--- config.mk ---
export PLATFORM = sky130hd
export DESIGN_NAME = proto_field_encoder_flat
export DESIGN_NICKNAME = d
export VERILOG_FILES = /design/src/rtl/proto_field_encoder_if.sv /design/src/rtl/proto_field_encoder.sv /design/src/flat_wrapper.sv
export SDC_FILE = /design/constraint.sdc
export NUM_CORES = 1
export LEC_CHECK = 0
export CORE_ASPECT_RATIO = 0.7
export CORE_MARGIN = 2
export CORE_UTILIZATION = 25
export DETAILED_ROUTE_END_ITERATION = 12
export PLACE_DENSITY = 0.5
export SLEW_MARGIN = 0
export SYNTH_ARGS = -nofsm -noshare
export SYNTH_HDL_FRONTEND = slang
export SYNTH_SLANG_ARGS = --single-unit
export TNS_END_PERCENT = 50
--- constraint.sdc ---
create_clock -name clk -period 4 [get_ports clk]
set_input_delay 0.6 -clock clk [delete_from_list [all_inputs] [get_ports clk]]
set_output_delay 0.6 -clock clk [all_outputs]
set_load 0.005 [all_outputs]
--- src/rtl/proto_field_encoder_if.sv ---
// Field/payload/output byte bundle for the protobuf field encoder.
// master = upstream + downstream side, slave = encoder side.
interface proto_field_encoder_if #(
  parameter int FIELD_NUM_W = 4,
  parameter int VALUE_W     = 64
);
  logic                   fld_valid;
  logic                   fld_ready;
  logic [FIELD_NUM_W-1:0] fld_num;
  logic [2:0]             fld_wtype;
  logic [VALUE_W-1:0]     fld_value;
  logic                   pl_valid;
  logic                   pl_ready;
  logic [7:0]             pl_data;
  logic                   out_valid;
  logic                   out_ready;
  logic [7:0]             out_data;
  logic                   out_last;
  logic                   err;

  modport master (
    output fld_valid, fld_num, fld_wtype, fld_value,
    output pl_valid, pl_data, out_ready,
    input  fld_ready, pl_ready, out_valid, out_data,
    input  out_last, err
  );

  modport slave (
    input  fld_valid, fld_num, fld_wtype, fld_value,
    input  pl_valid, pl_data, out_ready,
    output fld_ready, pl_ready, out_valid, out_data,
    output out_last, err
  );
endinterface

--- src/rtl/proto_field_encoder.sv ---
// Protobuf field serializer: key varint, then varint/fixed value or length+payload.
// Ports: clk, rst (sync, active high), bus (slave modport: fld_*, pl_*, out_*, err).
module proto_field_encoder #(
  parameter int FIELD_NUM_W = 4,
  parameter int VALUE_W     = 64
) (
  input logic                  clk,
  input logic                  rst,
  proto_field_encoder_if.slave bus
);
  localparam int KW  = FIELD_NUM_W + 3;
  // Key register padded to whole 7-bit groups so [6:0] always exists.
  localparam int KPW = ((KW + 6) / 7) * 7;

  localparam logic [2:0] S_IDLE    = 3'd0;
  localparam logic [2:0] S_KEY     = 3'd1;
  localparam logic [2:0] S_VARINT  = 3'd2;
  localparam logic [2:0] S_FIXED   = 3'd3;
  localparam logic [2:0] S_PAYLOAD = 3'd4;

  logic [2:0]         state;
  logic [2:0]         wtype;
  logic [2:0]         ty;
  logic [KPW-1:0]     key_sr;
  logic [KPW-1:0]     key_cur;
  logic [KPW-1:0]     key_nxt;
  logic [VALUE_W-1:0] val_sr;
  logic [VALUE_W-1:0] val_nxt;
  logic [VALUE_W-1:0] cnt;
  logic               fin;
  logic               ov;
  logic               ol;
  logic               er;
  logic [7:0]         od;
  logic               can_load;
  logic               fld_hs;
  logic               pl_hs;
  logic               key_go;
  logic               key_last;
  logic               ty_ok;
  logic               ty_var;
  logic               ty_f64;

  assign bus.fld_ready = (state == S_IDLE) && !rst;
  // fin: final byte already loaded, waiting for its handshake.
  assign bus.pl_ready  = (state == S_PAYLOAD) && !fin && can_load;
  assign bus.out_valid = ov;
  assign bus.out_data  = od;
  assign bus.out_last  = ol;
  assign bus.err       = er;

  always_comb begin
    can_load = !ov || bus.out_ready;
    fld_hs   = bus.fld_valid && bus.fld_ready;
    pl_hs    = bus.pl_valid && bus.pl_ready;
    ty       = (state == S_IDLE) ? bus.fld_wtype : wtype;
    ty_ok    = 1'b0;
    ty_var   = 1'b0;
    ty_f64   = 1'b0;
    unique case (1'b1)
      ty == 3'd0, ty == 3'd2: begin
        ty_ok  = 1'b1;
        ty_var = 1'b1;
      end
      ty == 3'd1: begin
        ty_ok  = 1'b1;
        ty_f64 = 1'b1;
      end
      ty == 3'd5: ty_ok = 1'b1;
      default: ;
    endcase
    // First key byte goes out straight from the descriptor.
    key_cur  = (state == S_IDLE)
             ? KPW'({bus.fld_num, bus.fld_wtype})
             : key_sr;
    key_nxt  = key_cur >> 7;
    key_last = (key_nxt == '0);
    key_go   = (fld_hs && ty_ok)
             || (state == S_KEY && can_load);
    val_nxt  = val_sr >> 7;
  end

  always_ff @(posedge clk) begin
    if (rst) begin
      state  <= S_IDLE;
      wtype  <= '0;
      key_sr <= '0;
      val_sr <= '0;
      cnt    <= '0;
      fin    <= 1'b0;
      ov     <= 1'b0;
      od     <= '0;
      ol     <= 1'b0;
      er     <= 1'b0;
    end else begin
      er <= 1'b0;
      if (ov && bus.out_ready) begin
        ov <= 1'b0;
        ol <= 1'b0;
        if (fin) begin
          fin   <= 1'b0;
          state <= S_IDLE;
        end
      end
      if (fld_hs) begin
        if (ty_ok) begin
          wtype  <= bus.fld_wtype;
          val_sr <= bus.fld_value;
          cnt    <= bus.fld_value;
        end else begin
          er <= 1'b1;
        end
      end
      if (key_go) begin
        ov     <= 1'b1;
        od     <= {!key_last, key_cur[6:0]};
        ol     <= 1'b0;
        key_sr <= key_nxt;
        if (!key_last) begin
          state <= S_KEY;
        end else if (ty_var) begin
          state <= S_VARINT;
        end else begin
          state <= S_FIXED;
          cnt   <= ty_f64 ? VALUE_W'(8) : VALUE_W'(4);
        end
      end
      if (state == S_VARINT && can_load && !fin) begin
        ov     <= 1'b1;
        od     <= {val_nxt != '0, val_sr[6:0]};
        val_sr <= val_nxt;
        if (val_nxt == '0) begin
          // cnt still holds the length for type 2.
          if (wtype == 3'd0 || cnt == '0) begin
            ol  <= 1'b1;
            fin <= 1'b1;
          end else begin
            state <= S_PAYLOAD;
          end
        end
      end
      if (state == S_FIXED && can_load && !fin) begin
        ov     <= 1'b1;
        od     <= val_sr[7:0];
        val_sr <= val_sr >> 8;
        cnt    <= cnt - VALUE_W'(1);
        if (cnt == VALUE_W'(1)) begin
          ol  <= 1'b1;
          fin <= 1'b1;
        end
      end
      if (pl_hs) begin
        ov  <= 1'b1;
        od  <= bus.pl_data;
        cnt <= cnt - VALUE_W'(1);
        if (cnt == VALUE_W'(1)) begin
          ol  <= 1'b1;
          fin <= 1'b1;
        end
      end
    end
  end
endmodule

--- src/flat_wrapper.sv ---
// flat-port wrapper written by rule: the top's interface ports become plain ports
module proto_field_encoder_flat 
#(
  parameter int FIELD_NUM_W = 4,
  parameter int VALUE_W     = 64
)
  (clk, rst, bus_fld_valid, bus_fld_num, bus_fld_wtype, bus_fld_value, bus_pl_valid, bus_pl_data, bus_out_ready, bus_fld_ready, bus_pl_ready, bus_out_valid, bus_out_data, bus_out_last, bus_err);
  proto_field_encoder_if #(.FIELD_NUM_W(FIELD_NUM_W), .VALUE_W(VALUE_W)) bus_i ();
  input logic clk;
  input logic rst;
  input wire logic [$bits(bus_i.fld_valid)-1:0] bus_fld_valid;
  input wire logic [$bits(bus_i.fld_num)-1:0] bus_fld_num;
  input wire logic [$bits(bus_i.fld_wtype)-1:0] bus_fld_wtype;
  input wire logic [$bits(bus_i.fld_value)-1:0] bus_fld_value;
  input wire logic [$bits(bus_i.pl_valid)-1:0] bus_pl_valid;
  input wire logic [$bits(bus_i.pl_data)-1:0] bus_pl_data;
  input wire logic [$bits(bus_i.out_ready)-1:0] bus_out_ready;
  output wire logic [$bits(bus_i.fld_ready)-1:0] bus_fld_ready;
  output wire logic [$bits(bus_i.pl_ready)-1:0] bus_pl_ready;
  output wire logic [$bits(bus_i.out_valid)-1:0] bus_out_valid;
  output wire logic [$bits(bus_i.out_data)-1:0] bus_out_data;
  output wire logic [$bits(bus_i.out_last)-1:0] bus_out_last;
  output wire logic [$bits(bus_i.err)-1:0] bus_err;
  assign bus_i.fld_valid = bus_fld_valid;
  assign bus_i.fld_num = bus_fld_num;
  assign bus_i.fld_wtype = bus_fld_wtype;
  assign bus_i.fld_value = bus_fld_value;
  assign bus_i.pl_valid = bus_pl_valid;
  assign bus_i.pl_data = bus_pl_data;
  assign bus_i.out_ready = bus_out_ready;
  assign bus_fld_ready = bus_i.fld_ready;
  assign bus_pl_ready = bus_i.pl_ready;
  assign bus_out_valid = bus_i.out_valid;
  assign bus_out_data = bus_i.out_data;
  assign bus_out_last = bus_i.out_last;
  assign bus_err = bus_i.err;
  proto_field_encoder #(.FIELD_NUM_W(FIELD_NUM_W), .VALUE_W(VALUE_W)) u_core (.clk(clk), .rst(rst), .bus(bus_i));
endmodule
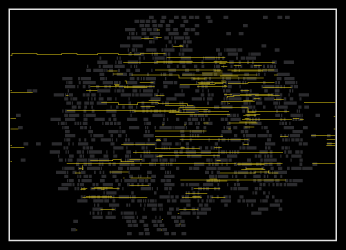
Run 1: signal wires on met3
Scale: 1.5 px per um.
share of all routed wire: 7.5%
main direction: horizontal

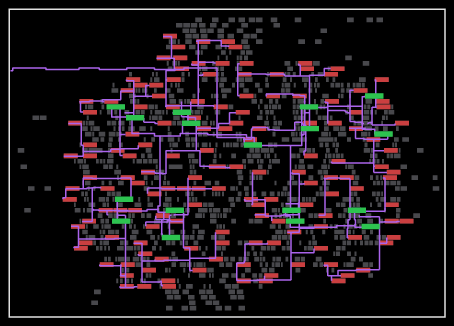
Run 1: clock wires, drivers and flops
Scale: 2 px per um.
[red] flip-flops | count: 146
[green] cells driving clock nets | count: 17
[purple] clock wires | length: 2310 um
routed clock nets: 18

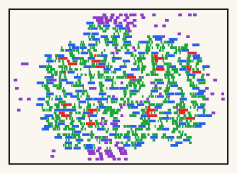
Run 1: cells coloured by class
Scale: 1 px per um.
[blue] flip-flops | cells: 146 | share of their area: 31%
[green] all other logic | cells: 777 | share of their area: 51%
[purple] other buffers and delay cells | cells: 120 | share of their area: 12%
[red] clock drivers and dummy loads | cells: 32 | share of their area: 5.9%

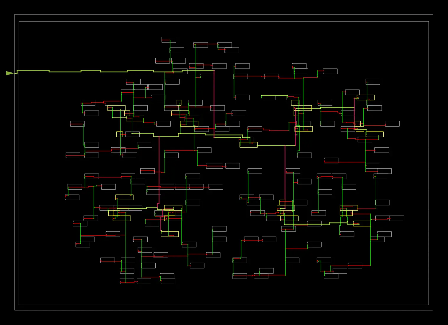
Run 1: clock nets
Skew-Pair Late Insertion Delay: 450 ps
clock sink count: 146

==> Slide: Implementation Results, run 1 <==
Synthesis and Place & Route Summary

Routing
  – Number of DRC violations after detailed routing: 0
  – Remaining number of nets flagged by the antenna check after routing: 0
  – Drt wl/cell: 21.6 um
  – Overall routed net length: 32300 um
  – Drt first-iter violations: 898
  – Detailed Routing Iterations Pass 1: 8
  – Mean number of vias per cell: 5.53
  – DR vias: 8268

GRT
  – Overflow left after global routing: 0
  – Vias in the first global route: 7599
  – Antenna violations before repair: 0
  – Maximum number of pins on one net before global-route repair: 55
  – First-pass GRT wire length: 48500 um
  – Overall fraction of global-route tracks in use: 0.193
  – Met3 usage: 0.0501
  – GR met1 Demand/Resource: 0.289
  – Most used routing layer in global routing: met1
  – Met2 GRT Util: 0.271

Synth
  – Number of enable-type register cells in the synthesized netlist: 0
  – Mapped cell area: 7950 um^2
  – Cell total in the yosys stat output: 1003
  – Most used standard cell by instance count after synthesis: sky130_fd_sc_hd__dfxtp_1
  – Main area contributors after synthesis: sky130_fd_sc_hd__dfxtp_1, sky130_fd_sc_hd__nor2_1, sky130_fd_sc_hd__mux2i_1
  – Post-synth top area cell: sky130_fd_sc_hd__dfxtp_1
  – Post-synth net total: 1089
  – Top cells by count: sky130_fd_sc_hd__dfxtp_1, sky130_fd_sc_hd__nor2_1, sky130_fd_sc_hd__nand2_1
  – Main flop type: sky130_fd_sc_hd__dfxtp_1
  – Share of the yosys chip area belonging to registers: 0.368
  – Number of unique standard cell types used by synthesis: 69
  – Area fraction of the dominant cell type after synthesis: 0.368
  – Mapped Cells: 1003
  – Number of synthesized register bits: 146
  – Average cell area after synthesis: 7.92 um^2
  – Area of the synthesized netlist per yosys stat: 7950 um^2
  – Number of warning messages in the yosys log: 0
  – Share of synthesized registers carrying an async set or reset: 0

Cells and area
  – Number of ordinary inverters in the final layout: 4
  – Non-clock buffering overhead in the final layout: 0.117
  – Clk_buf instances: 17
  – Fraction of area in registers: 0.295
  – Sequential cell area: 2930 um^2
  – Final nets: 1148
  – Combinational cell area excluding buffers and inverters: 4720 um^2
  – Layout cells sized above 1: 0.0763
  – Largest cell class: logic gates
  – Number of flip-flops and latches: 146
  – Clk tree area frac: 0.0557
  – Multi-input comb cells: 773
  – Number of diodes: 0
  – Repair and plain buffers: 120
  – Util after Layout: 0.317
  – Synthesis-to-layout area growth: 24.7%
  – Comb/total area: 0.477
  – Fill cell total of the finished layout: 3327

Power
  – Power dissipated in sequential cells: 1.74 mW
  – Comb pwr share: 0.318
  – Reg power frac: 0.359
  – Maximum ir drop on the vdd rail: 0.343 mV
  – Top power group: registers
  – Net switching power: 1.85 mW
  – Power in the clock group: 1.56 mW
  – Power per cell area: 488 nW/um^2
  – Net Sw Frac: 0.384
  – Leakage component of the power: 3.26 nW
  – Internal Pwr Total: 2.98 mW
  – Comb pwr: 1.54 mW
  – Portion of total power attributed to the clock network: 0.323

Worst setup path
  – Largest driver fanout on the critical path: 8
  – Worst setup SP type: flop
  – Data required time of the worst path: 4340 ps
  – Kind of critical path: flop to flop
  – CP endpoint kind: flop
  – CP arrival: 3350 ps

Final timing
  – Aggregate negative setup slack: 0 ps
  – Largest clock skew in the final design: 10.3 ps
  – Final period utilization: 0.753
  – Setup slack of the critical path after layout: 986 ps
  – Post-layout min period: 3010 ps
  – Max-slew violation count: 0
  – Slew at the pin closest to its max-slew limit: 1040 ps
  – Unrepaired setup endpoints after global routing: no
  – Endpoints failing setup: 0
  – F_max: 332 MHz
  – Hold violation count in the final report: 0
  – Max transition margin: 0.304

Clock tree
  – Hold-fix buffer count after cts: 0
  – Setup bufs post-CTS: 0
  – H-tree depth: 4
  – Count of cells resized by post-cts repair: 0
  – Clock-pin slew of the registers on the worst-case setup and hold paths: 70 ps
  – Number of buffers added by the clock tree synthesis step: 17
  – Clock tree from TritonCTS: built
  – Clock tree buffer depth: 2
  – Clk root buf: sky130_fd_sc_hd__clkbuf_16

Run
  – Log Warnings: 27
  – Number of max-cap violations: 0

Floorplanning
  – Standard cell core area: 31200 um^2
  – Die span in x: 217 um
  – Total number of placement rows: 54
  – Number of top-level design ports: 97
  – TAP cells: 420
  – Pre-Place Util: 0.255
  – Area of the die: 33200 um^2
  – Vertical die dimension: 153 um

Placed design
  – Post-DP HPWL: 23700 um
  – Final weighted congestion in routability-driven placement: 0.870
  – Dpl ws: 628 ps
  – Number of input and output port buffers inserted: 96

Outcome
  – Outcome: finished clean

Hold path
  – Type of the worst min-delay path: flop to flop
-- run 1: final timing paths --
kind | startpoint | to | slack [ps] | cells past startpoint
worst min register to register | u_core.cnt[37]$_SDFF_PP0_ | u_core.cnt[37]$_SDFF_PP0_ | 480 | 2
worst max-delay path | u_core.cnt[0]$_SDFF_PP0_ | u_core.cnt[56]$_SDFF_PP0_ | 990 | 8
worst max register to register | u_core.cnt[0]$_SDFF_PP0_ | u_core.cnt[56]$_SDFF_PP0_ | 990 | 8
worst min-delay path | u_core.cnt[37]$_SDFF_PP0_ | u_core.cnt[37]$_SDFF_PP0_ | 480 | 2
-- run 1: layer usage --
metal,part of all wire,routed length [um],vias to the layer above
li1,-,-,3892
met1,0.49,15800,4073
met2,0.42,13500,273
met3,0.075,2430,30
met4,0.017,536,0
met5,0,0,-
-- run 1: placed cells by master (no fill, tap or decap), types with 8 or more instances in the layout --
master and count:
sky130_fd_sc_hd__dfxtp_1 145, sky130_fd_sc_hd__clkbuf_16 17, sky130_fd_sc_hd__nor4_1 36, sky130_fd_sc_hd__a211oi_1 23, sky130_fd_sc_hd__a221oi_1 27, sky130_fd_sc_hd__mux2i_1 42
sky130_fd_sc_hd__o22ai_1 19, sky130_fd_sc_hd__o21ai_0 41, sky130_fd_sc_hd__a31oi_1 13, sky130_fd_sc_hd__nand3_1 25, sky130_fd_sc_hd__a21boi_0 8, sky130_fd_sc_hd__nand4_1 13
sky130_fd_sc_hd__a222oi_1 9, sky130_fd_sc_hd__a21oi_1 64, sky130_fd_sc_hd__xor2_1 18, sky130_fd_sc_hd__nor3_1 24, sky130_fd_sc_hd__buf_4 23, sky130_fd_sc_hd__clkdlybuf4s50_1 95
sky130_fd_sc_hd__o211ai_1 9, sky130_fd_sc_hd__o21ai_1 17, sky130_fd_sc_hd__a22oi_1 15, sky130_fd_sc_hd__nand2_1 108, sky130_fd_sc_hd__a311oi_1 16, sky130_fd_sc_hd__nor2b_1 16
sky130_fd_sc_hd__nor2_1 126
-- run 1: stage by stage --
stage	power (mW)	hold WS, ps	std cells	instance area, um^2
floorplan	2.73	450	1003	7950
global placement	3.28	465	1463	9350
detailed placement	3.28	471	1463	9350
CTS	4.83	480	1495	9900
global route	5.08	506	1495	9900
finish	4.84	478	1495	9900
-- run 1: cells by family (layout without fill, tap and decap cells) --
logic type,after synthesis,in the layout,synth area share
flip-flops,146,146,0.368
adder cells (fa/ha/maj),2,2,0.00315
AND/OR/NAND/NOR,415,415,0.260
buffers and inverters,84,156,0.0417
multiplexers,44,44,0.0557
AND-OR/OR-AND,293,293,0.250
XOR/XNOR,19,19,0.0209
-- run 1: worst max-delay path: stages (launching register included) --
cell and delay (ps):
sky130_fd_sc_hd__dfxtp_1 370, sky130_fd_sc_hd__inv_1 100, sky130_fd_sc_hd__ha_1 210, sky130_fd_sc_hd__nor3b_2 440, sky130_fd_sc_hd__nand4_2 390, sky130_fd_sc_hd__nor4_4 630
sky130_fd_sc_hd__nand3_1 270, sky130_fd_sc_hd__and3_1 250, sky130_fd_sc_hd__o31a_1 260
Run 1, I/O nets highlighted:
Scale: 2 px per um.
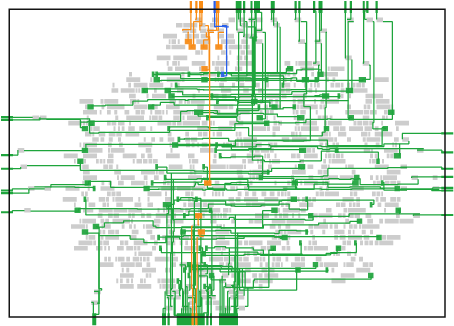

## Run 2: what changed since run 1
- PLACE_DENSITY: 0.5 -> 0.52
- clock period: 4 -> 2.5 ns (I/O delays scaled with it)
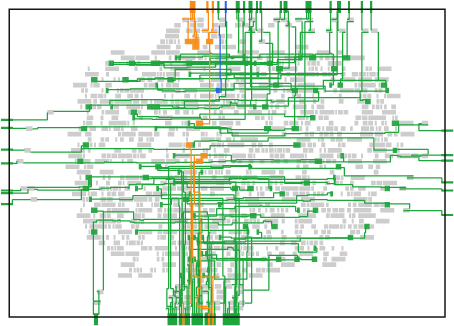
Run 2: I/O nets highlighted
Scale: 2 px per um.
[blue] bus_pl_ready | bits: 1 | direction: output | end cells: 1 | buffers: 1 | wire: 44.8 um
[orange] bus_pl_data | bits: 8 | direction: input | end cells: 8 | buffers: 8 | wire: 424 um
[green] bus_fld_value | bits: 64 | direction: input | end cells: 116 | buffers: 64 | wire: 7210 um

==> Slide: Implementation Results, run 2 <==
Synthesis and Place & Route Summary

Clock tree
  – Clock tree buffer depth: 2 (unchanged)
  – Clock-pin slew of the registers on the worst-case setup and hold paths: 70 ps (about the same)
  – Clk root buf: sky130_fd_sc_hd__clkbuf_16 (unchanged)
  – Clock sink count: 146 (unchanged)
  – Number of buffers added by the clock tree synthesis step: 17 (unchanged)
  – Clock tree from TritonCTS: built (unchanged)
  – Skew-Pair Late Insertion Delay: 450 ps (about the same)
  – H-tree depth: 4 (unchanged)

Worst setup path
  – Worst reg-to-reg setup slack: 110 ps (was 990 ps)
  – Largest driver fanout on the critical path: 3 (was 8)
  – Slowest CP cell: sky130_fd_sc_hd__or4_4 (was sky130_fd_sc_hd__nor4_4)
  – Cell class contributing the biggest share of worst-path delay: simple AND/OR/NAND/NOR gates (unchanged)
  – CP endpoint kind: flop (unchanged)
  – Data required time of the worst path: 2830 ps (was 4340 ps)
  – Delay of the slowest cell on the worst path: 620 ps (was 630 ps)
  – Worst setup SP type: flop (unchanged)
  – Most used cell along the critical path: sky130_fd_sc_hd__or4_1
  – Worst Path Buf+Inv: 0 (was 1)
  – CP cell instances: or4_1 -> or4_4 -> or4_1 -> xor2_1 -> o22ai_2 (was inv_1 -> ha_1 -> nor3b_2 -> nand4_2 -> nor4_4 -> nand3_1 -> and3_1 -> o31a_1)
  – CP arrival: 2730 ps (was 3350 ps)

Power
  – Leakage component of the power: 3.65 nW (was 3.26 nW)
  – Maximum ir drop on the vdd rail: 0.501 mV (was 0.343 mV)
  – Power per cell area: 773 nW/um^2 (was 488 nW/um^2)
  – Post-route total power: 8.15 mW (was 4.84 mW)

Run
  – Log Warnings: 28 (was 27)
  – Number of max-cap violations: 0 (unchanged)

Floorplanning
  – Area of the die: 33200 um^2 (unchanged)
  – Standard cell core area: 31200 um^2 (unchanged)
  – Total number of placement rows: 54 (unchanged)
  – Die span in x: 217 um (unchanged)
  – Number of top-level design ports: 97 (unchanged)
  – Vertical die dimension: 153 um (unchanged)
  – Pre-Place Util: 0.255 (unchanged)

Synth
  – Share of the yosys chip area belonging to registers: 0.368 (unchanged)
  – Number of synthesized register bits: 146 (unchanged)
  – Combinational family with the most area after synthesis: simple AND/OR/NAND/NOR gates (unchanged)
  – Area fraction in xor and xnor cells: 0.0209 (unchanged)
  – Area fraction of the dominant cell type after synthesis: 0.368 (unchanged)
  – Area of the synthesized netlist per yosys stat: 7950 um^2 (unchanged)
  – Post-synth net total: 1089 (unchanged)
  – Number of unique standard cell types used by synthesis: 69 (unchanged)
  – Mapped Cells: 1003 (unchanged)
  – Yosys adder share: 0.00315 (unchanged)
  – Cell total in the yosys stat output: 1003 (unchanged)
  – Post-synth top area cell: sky130_fd_sc_hd__dfxtp_1 (unchanged)
  – Number of enable-type register cells in the synthesized netlist: 0 (unchanged)
  – Simple-Gate Fraction of Synth Area: 0.260 (unchanged)
  – Most used standard cell by instance count after synthesis: sky130_fd_sc_hd__dfxtp_1 (unchanged)
  – Fraction of the mapped netlist area in compound gates: 0.250 (unchanged)
  – Main flop type: sky130_fd_sc_hd__dfxtp_1 (unchanged)
  – Main area contributors after synthesis: sky130_fd_sc_hd__dfxtp_1, sky130_fd_sc_hd__nor2_1, sky130_fd_sc_hd__mux2i_1 (unchanged)
  – Average cell area after synthesis: 7.92 um^2 (unchanged)
  – Top cells by count: sky130_fd_sc_hd__dfxtp_1, sky130_fd_sc_hd__nor2_1, sky130_fd_sc_hd__nand2_1 (unchanged)
  – Share of synthesized registers carrying an async set or reset: 0 (unchanged)
  – Number of warning messages in the yosys log: 0 (unchanged)
  – Mapped cell area: 7950 um^2 (unchanged)

Placed design
  – Placed instance area: 9950 um^2 (was 9350 um^2)
  – Number of input and output port buffers inserted: 96 (unchanged)
  – Final weighted congestion in routability-driven placement: 0.863 (was 0.870)
  – DP Cell Count: 1536 (was 1463)

Cells and area
  – Sequential cell area: 2930 um^2 (unchanged)
  – Synthesis-to-layout area growth: 32.7% (was 24.7%)
  – Number of diodes: 0 (unchanged)
  – Most common logic cells in the final layout: sky130_fd_sc_hd__dfxtp_1, sky130_fd_sc_hd__nor2_1, sky130_fd_sc_hd__nand2_1 (unchanged)
  – Count of placed standard cells in the final layout, fillers left out: 1568 (was 1495)
  – Combinational cell area excluding buffers and inverters: 4750 um^2 (was 4720 um^2)
  – Finished Cell Area: 10500 um^2 (was 9900 um^2)
  – Final nets: 1221 (was 1148)
  – Layout cells sized above 1: 0.138 (was 0.0763)
  – Fill cell total of the finished layout: 3323 (was 3327)

Routing
  – DR vias: 8576 (was 8268)
  – Remaining number of nets flagged by the antenna check after routing: 0 (unchanged)
  – Mean number of vias per cell: 5.47 (was 5.53)
  – Number of DRC violations after detailed routing: 0 (unchanged)
  – Drt first-iter violations: 927 (was 898)
  – Drt wl/cell: 21.0 um (was 21.6 um)
  – Detailed Routing Iterations Pass 1: 7 (was 8)
  – Overall routed net length: 32900 um (was 32300 um)

Final timing
  – Unrepaired setup endpoints after global routing: yes (was no)
  – Slew at the pin closest to its max-slew limit: 955 ps (was 1040 ps)
  – Hold violation count in the final report: 0 (unchanged)
  – Endpoints failing setup: 0 (unchanged)
  – Worst Hold Margin: 318 ps (was 478 ps)
  – Largest clock skew in the final design: 18.4 ps (was 10.3 ps)
  – Post-layout min period: 2390 ps (was 3010 ps)
  – Max transition margin: 0.363 (was 0.304)
  – Max-slew violation count: 0 (unchanged)
  – F_max: 418 MHz (was 332 MHz)

Hold path
  – Type of the worst min-delay path: input pin to flop (was flop to flop)

GRT
  – Overall fraction of global-route tracks in use: 0.196 (was 0.193)
  – Met2 GRT Util: 0.279 (was 0.271)
  – First-pass GRT wire length: 49300 um (was 48500 um)
  – Antenna violations before repair: 0 (unchanged)
  – Maximum number of pins on one net before global-route repair: 74 (was 55)
  – Met3 usage: 0.0494 (was 0.0501)
  – GR met1 Demand/Resource: 0.291 (was 0.289)
  – Overflow left after global routing: 0 (unchanged)
  – Most used routing layer in global routing: met1 (unchanged)
  – Vias in the first global route: 7879 (was 7599)

Outcome
  – Outcome: finished clean (unchanged)
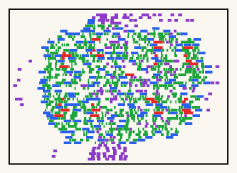
Run 2: cells coloured by class
Scale: 1 px per um.
[purple] other buffers and delay cells | cells: 193 | share of their area: 18%
[green] all other logic | cells: 777 | share of their area: 48%
[red] clock drivers and dummy loads | cells: 32 | share of their area: 5.7%
[blue] flip-flops | cells: 146 | share of their area: 29%

## run 2: area by class of cell
class	count	area share
Inverter	4	0.00142
Sequential cell	146	0.277
Tap cell	420	0.0498
Multi-Input combinational cell	773	0.450
Clock buffer	18	0.0407
Timing Repair Buffer	193	0.167
Clock inverter	14	0.0132
## run 2: kinds of logic after synthesis
| logic type | count (synthesis) |
|---|---|
| muxes | 44 |
| DFF | 146 |
| and+or+nand+nor | 415 |
| xor gates and xnor gates | 19 |
| AOI/OAI and AO/OA | 293 |
| adders and majority gates | 2 |
| buffers and inverters | 84 |
## run 2: stage by stage
stage	util	TNS (ps)	setup slack, ps
finish	0.338	0	105
global route	0.338	-27.2	-15.8
CTS	0.337	0	74.5
detailed placement	0.319	-115	-65.0
global placement	0.319	-38.4	-23.8
floorplan	-	0	109
## run 2: worst register-to-register path, stage by stage (launching register included)
cell	delay [ps]
sky130_fd_sc_hd__dfxtp_1	330
sky130_fd_sc_hd__or4_1	590
sky130_fd_sc_hd__or4_4	620
sky130_fd_sc_hd__or4_1	450
sky130_fd_sc_hd__xor2_1	210
sky130_fd_sc_hd__o22ai_2	90
## run 2: routing by layer
layer,vias up,routed length (um),part of all wire
li1,4039,-,-
met1,4175,15500,0.47
met2,335,14000,0.43
met3,27,2870,0.087
met4,0,548,0.017
met5,-,0,0
## run 2: worst paths after layout
path / from / depth (start not counted) / end
setup reg to reg: u_core.cnt[15]$_SDFF_PP0_ / 5 / u_core.cnt[44]$_SDFF_PP0_
hold / removal: rst / 2 / u_core.state[2]$_SDFF_PP0_
setup / recovery: u_core.cnt[15]$_SDFF_PP0_ / 5 / u_core.cnt[44]$_SDFF_PP0_
hold reg to reg: u_core.wtype[1]$_SDFFE_PP0P_ / 2 / u_core.wtype[1]$_SDFFE_PP0P_
## run 2: what timing repair did
action,in CTS,in global routing
gates resized,0,6
hold buffers,0,0
buffers inserted,0,0
setup endpoints to repair,0,12
## run 2: report_power, final
group          internal, mW  switching (mW)  total (mW)
Combinational          1.23            1.61        2.83
Sequential             2.53           0.229        2.76
Clock                  1.33            1.23        2.56
Power is estimated from default activity; no workload was simulated.
